File: src/rtl/core_trace_pkg.sv
// Shared types and defaults for the retirement-trace scheduler.
package core_trace_pkg;

  localparam int REC_W_DEF   = 192;
  localparam int ORDER_W_DEF = 64;
  localparam int DROP_W_DEF  = 16;

  typedef enum logic [1:0] {
    OFF   = 2'd0,
    RUN   = 2'd1,
    DRAIN = 2'd2
  } trace_state_e;

  typedef struct packed {
    logic                   gap;
    logic [ORDER_W_DEF-1:0] order;
    logic [REC_W_DEF-1:0]   data;
  } trace_entry_t;

endpackage

File: src/rtl/core_trace_fifo.sv
// Synchronous FIFO with wrap-bit pointers; pop does not free a slot for a same-cycle push.
module core_trace_fifo #(
  parameter int DEPTH = 8,
  parameter int W     = 8
) (
  input  logic         g_clk,
  input  logic         g_reset,
  input  logic         push,
  input  logic [W-1:0] wdata,
  input  logic         pop,
  output logic [W-1:0] rdata,
  output logic         full,
  output logic         empty
);

  localparam int AW = $clog2(DEPTH);
  localparam logic [AW:0] PTR_ONE = 1;

  logic [W-1:0] mem_r [DEPTH];
  logic [AW:0]  wr_ptr_r;
  logic [AW:0]  rd_ptr_r;

  // Storage and pointer update; reset flushes contents and pointers.
  always_ff @(posedge g_clk) begin
    if (g_reset) begin
      wr_ptr_r <= '0;
      rd_ptr_r <= '0;
      for (int i = 0; i < DEPTH; i++) begin
        mem_r[i] <= '0;
      end
    end else begin
      if (push && !full) begin
        mem_r[wr_ptr_r[AW-1:0]] <= wdata;
        wr_ptr_r                <= wr_ptr_r + PTR_ONE;
      end
      if (pop && !empty) begin
        rd_ptr_r <= rd_ptr_r + PTR_ONE;
      end
    end
  end

  assign full  = (wr_ptr_r[AW] != rd_ptr_r[AW]) && (wr_ptr_r[AW-1:0] == rd_ptr_r[AW-1:0]);
  assign empty = (wr_ptr_r == rd_ptr_r);
  assign rdata = mem_r[rd_ptr_r[AW-1:0]];

endmodule

File: src/rtl/core_trace_ctrl.sv
// Retirement-trace scheduler: OFF/RUN/DRAIN sequencing, order tagging, stall-or-drop on full.
module core_trace_ctrl
  import core_trace_pkg::*;
#(
  parameter int DEPTH   = 8,
  parameter int REC_W   = REC_W_DEF,
  parameter int ORDER_W = ORDER_W_DEF,
  parameter int DROP_W  = DROP_W_DEF
) (
  input  logic               g_clk,
  input  logic               g_reset,
  input  logic               cfg_en,
  input  logic               cfg_drop,
  input  logic               ret_valid,
  output logic               ret_ready,
  input  logic [REC_W-1:0]   ret_data,
  output logic               trc_valid,
  input  logic               trc_ready,
  output logic [REC_W-1:0]   trc_data,
  output logic [ORDER_W-1:0] trc_order,
  output logic               trc_gap,
  output logic [DROP_W-1:0]  drop_count,
  output logic               busy
);

  typedef struct packed {
    logic               gap;
    logic [ORDER_W-1:0] order;
    logic [REC_W-1:0]   data;
  } entry_t;

  localparam logic [ORDER_W-1:0] ORDER_ONE = 1;
  localparam logic [DROP_W-1:0]  DROP_ONE  = 1;

  trace_state_e       state_r;
  trace_state_e       next_state_s;
  logic [ORDER_W-1:0] order_r;
  logic               gap_pend_r;
  logic [DROP_W-1:0]  drop_cnt_r;
  logic               full_s;
  logic               empty_s;
  logic               ret_hs_s;
  logic               push_s;
  logic               drop_s;
  logic               pop_s;
  logic               arm_s;
  entry_t             wr_entry_s;
  entry_t             rd_entry_s;

  core_trace_fifo #(
    .DEPTH (DEPTH),
    .W     ($bits(entry_t))
  ) u_fifo (
    .g_clk   (g_clk),
    .g_reset (g_reset),
    .push    (push_s),
    .wdata   (wr_entry_s),
    .pop     (pop_s),
    .rdata   (rd_entry_s),
    .full    (full_s),
    .empty   (empty_s)
  );

  // State register.
  always_ff @(posedge g_clk) begin
    if (g_reset) begin
      state_r <= OFF;
    end else begin
      state_r <= next_state_s;
    end
  end

  // Next-state decode; re-enable wins over the drain-complete check.
  always_comb begin
    next_state_s = state_r;
    case (state_r)
      OFF:     next_state_s = cfg_en ? RUN : OFF;
      RUN:     next_state_s = cfg_en ? RUN : DRAIN;
      DRAIN: begin
        if (cfg_en) begin
          next_state_s = RUN;
        end else if (empty_s) begin
          next_state_s = OFF;
        end else begin
          next_state_s = DRAIN;
        end
      end
      default: next_state_s = OFF;
    endcase
  end

  // Handshake decode; full is the start-of-cycle flag so trc_ready never reaches ret_ready.
  always_comb begin
    ret_ready = 1'b1;
    case (state_r)
      OFF:     ret_ready = 1'b1;
      RUN:     ret_ready = cfg_drop ? 1'b1 : !full_s;
      DRAIN:   ret_ready = 1'b1;
      default: ret_ready = 1'b1;
    endcase
    ret_hs_s = ret_valid && ret_ready;
    push_s   = (state_r == RUN) && ret_hs_s && !full_s;
    drop_s   = (state_r == RUN) && ret_hs_s && full_s;
    arm_s    = (state_r == OFF) && cfg_en;
    pop_s    = !empty_s && trc_ready;
  end

  // Order counter, pending-gap flag and saturating drop counter.
  always_ff @(posedge g_clk) begin
    if (g_reset) begin
      order_r    <= '0;
      gap_pend_r <= 1'b0;
      drop_cnt_r <= '0;
    end else begin
      if (push_s || drop_s) begin
        order_r <= order_r + ORDER_ONE;
      end
      if (arm_s) begin
        gap_pend_r <= 1'b0;
      end else if (drop_s) begin
        gap_pend_r <= 1'b1;
      end else if (push_s) begin
        gap_pend_r <= 1'b0;
      end
      if (arm_s) begin
        drop_cnt_r <= '0;
      end else if (drop_s && (drop_cnt_r != {DROP_W{1'b1}})) begin
        drop_cnt_r <= drop_cnt_r + DROP_ONE;
      end
    end
  end

  assign wr_entry_s = '{gap: gap_pend_r, order: order_r, data: ret_data};
  assign trc_valid  = !empty_s;
  assign trc_data   = rd_entry_s.data;
  assign trc_order  = rd_entry_s.order;
  assign trc_gap    = rd_entry_s.gap;
  assign drop_count = drop_cnt_r;
  assign busy       = (state_r != OFF) || !empty_s;

endmodule
File: config.mk
export PLATFORM = sky130hd
export DESIGN_NAME = core_trace_ctrl
export DESIGN_NICKNAME = d
export VERILOG_FILES = /design/src/rtl/core_trace_pkg.sv /design/src/rtl/core_trace_fifo.sv /design/src/rtl/core_trace_ctrl.sv
export SDC_FILE = /design/constraint.sdc
export NUM_CORES = 2
export LEC_CHECK = 0
export CAP_MARGIN = 20
export CORE_UTILIZATION = 50
export DETAILED_ROUTE_END_ITERATION = 10
export GPL_TIMING_DRIVEN = 0
export HOLD_SLACK_MARGIN = 0.12
export PLACE_DENSITY = 0.7
export SLEW_MARGIN = 20
export SYNTH_ARGS = -nofsm -noshare
export SYNTH_HDL_FRONTEND = slang
export SYNTH_SLANG_ARGS = --single-unit
File: constraint.sdc
create_clock -name g_clk -period 7.2 [get_ports g_clk]
set_clock_uncertainty 0.05 [all_clocks]
set_input_delay 0.72 -clock g_clk [delete_from_list [all_inputs] [get_ports g_clk]]
set_output_delay 0.72 -clock g_clk [all_outputs]
set_load 0.02 [all_outputs]
Fig. 1: signal wires on met3
Scale: 1 px per µm.
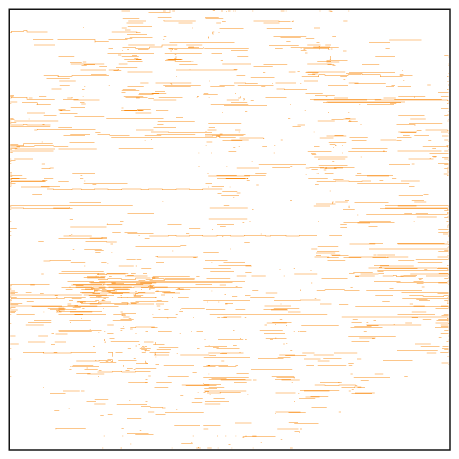
wire length on this layer	17400 µm
longest straight run	145 µm
GRT met3 Usage: 4.04%
total routed wirelength: 258 mm
Via Count: 54000

Fig. 2: met1 routing
Scale: 1 px per µm. Supply wires on this layer in grey.
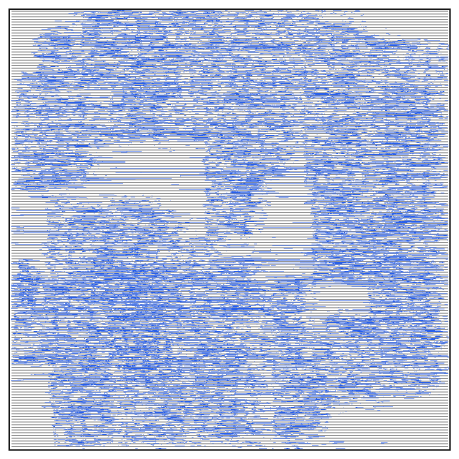
nets with wire on the layer	6654
main direction	horizontal
wire length on this layer	99.6 mm
M1 GR Usage: 34.5%

==> flow_metrics.env <==
# implementation run metrics
export IMPL_hp_class="in -> reg"
export IMPL_crit_path_end="trc_order[4]"
export IMPL_dpl_hpwl_mm=166
export IMPL_min_period_over_period_pct=76.4
export IMPL_path_max_fanout=10
export IMPL_insertion_delay_ps=870
export IMPL_worst_slack_ps=1700
export IMPL_dp_slack_ps=1700
export IMPL_p_switching_mw=6.39
export IMPL_cp_start_kind="flop"
export IMPL_cts_sinks=2150
export IMPL_seq_power_share_pct=50.3
export IMPL_synth_cell_type_count=53
export IMPL_layout_area_overhead_vs_synth_pct=17.6
export IMPL_p_sw_share_pct=22.6
export IMPL_dr_pass1_iters=6
export IMPL_fp_util_pct=50.3
export IMPL_ir_worst_vdd_v=0.000218
export IMPL_most_common_layout_cells="edfxtp_1, and2_1, mux4_2"
export IMPL_cp_data_required_time_ps=6430
export IMPL_p_comb_share_pct=9.1
export IMPL_yosysWarnings=0
export IMPL_crit_type="reg -> out"
export IMPL_cap_violations=0
export IMPL_final_setup_tns_ps=0
export IMPL_r2r_cells=10
export IMPL_r2r_start="u_fifo.wr_ptr_r[2]$_SDFFE_PP0P_"
export IMPL_common_cells="edfxtp_1, and2_1, mux4_2"
export IMPL_htree_levels=4
export IMPL_cts_resized=0
export IMPL_max_freq_mhz=182
export IMPL_postPlaceCellArea_mm2=0.105
export IMPL_cts_root_buffer="clkbuf_16"
export IMPL_ant_nets=0
export IMPL_remaining_drc_errors=0
export IMPL_syn_area_mm2=0.0955
export IMPL_die_y_um=439
export IMPL_status="finished clean"
export IMPL_place_gp_congestion=0.839
Fig. 3: placed standard cells
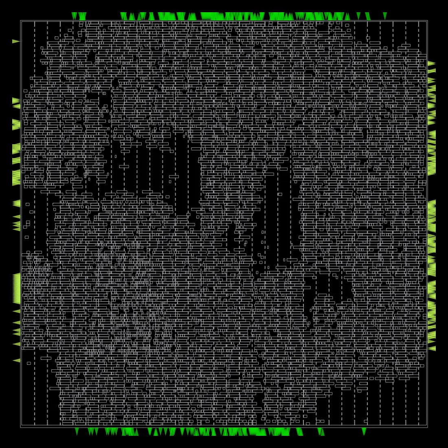
CORE AREA: 0.190 mm²
Seq area share: 56.6%
post-layout util: 59.2%
final std cells w/o fill: 9370

Fig. 4: M2 wires
Scale: 1 px per µm.
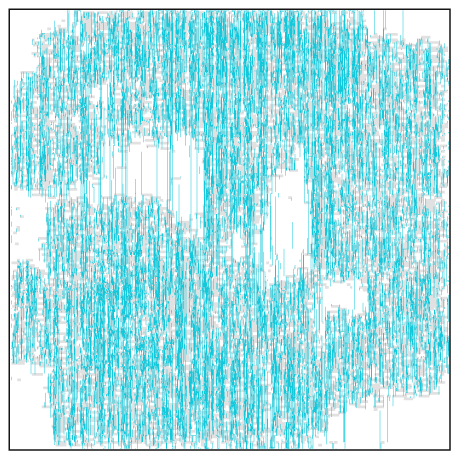
nets with wire on the layer	6044
share of all routed wire	50%
met2 usage: 44.8%

cells by family (layout without fill, tap and decap cells):
kind of cell / Yosys count / in the layout / synth area share (%)
compound gates: 131 / 131 / 0.845
xor+xnor: 35 / 35 / 0.321
fa+ha+maj: 4 / 4 / 0.0524
buf+inv: 472 / 1423 / 2.02
flops: 2150 / 2150 / 66.6
mux: 774 / 774 / 15.2
other cells: 0 / 29 / 0
simple gates: 2313 / 2313 / 15.0
sequential cells by signal, indices dropped and copies added, names as in the netlist, named ones only:
name / cells
u_fifo.mem_r: 2056
order_r: 64
drop_count: 16
u_fifo.rd_ptr_r: 4
u_fifo.wr_ptr_r: 4
state_r: 2
gap_pend_r: 1
power by group through the flow:
stage / Sequential, mW / Combinational (mW) / Clock, mW
CTS: 14.2 / 2.62 / 11.6
finish: 14.2 / 2.58 / 11.5
global route: 14.3 / 2.71 / 12.1
global placement: 14.6 / 2.48 / 0
detailed placement: 14.5 / 2.61 / 0
floorplan: 14.5 / 1.43 / 0
critical path, stage by stage, from the launching register on:
cell and delay (ps):
dfxtp_1 310, clkbuf_2 500, clkbuf_1 870, buf_1 730, mux4_2 410, mux2_2 270, clkdlybuf4s50_1 760
layer usage:
layer / GRT usage [%] / up-vias / wire length [µm]
met1: 34.5 / 27800 / 99600
met4: 12.4 / 12 / 11800
met3: 4.04 / 464 / 17400
met5: 0 / - / 67
li1: - / 23500 / -
met2: 44.8 / 2148 / 129000
final cells by class:
type / count / area [µm²]
Inverter: 7 / 26.3
Tap cell: 2511 / 3140
Clock inverter: 129 / 1320
Sequential cell: 2150 / 63600
Clock buffer: 285 / 5900
Buffer: 465 / 1920
Multi-Input combinational cell: 3257 / 30000
Fill cell: 14300 / 77600
Timing Repair Buffer: 537 / 6330
Antenna cell: 29 / 72.6
Power figures rest on the tool's default switching activity, not on a simulated workload.
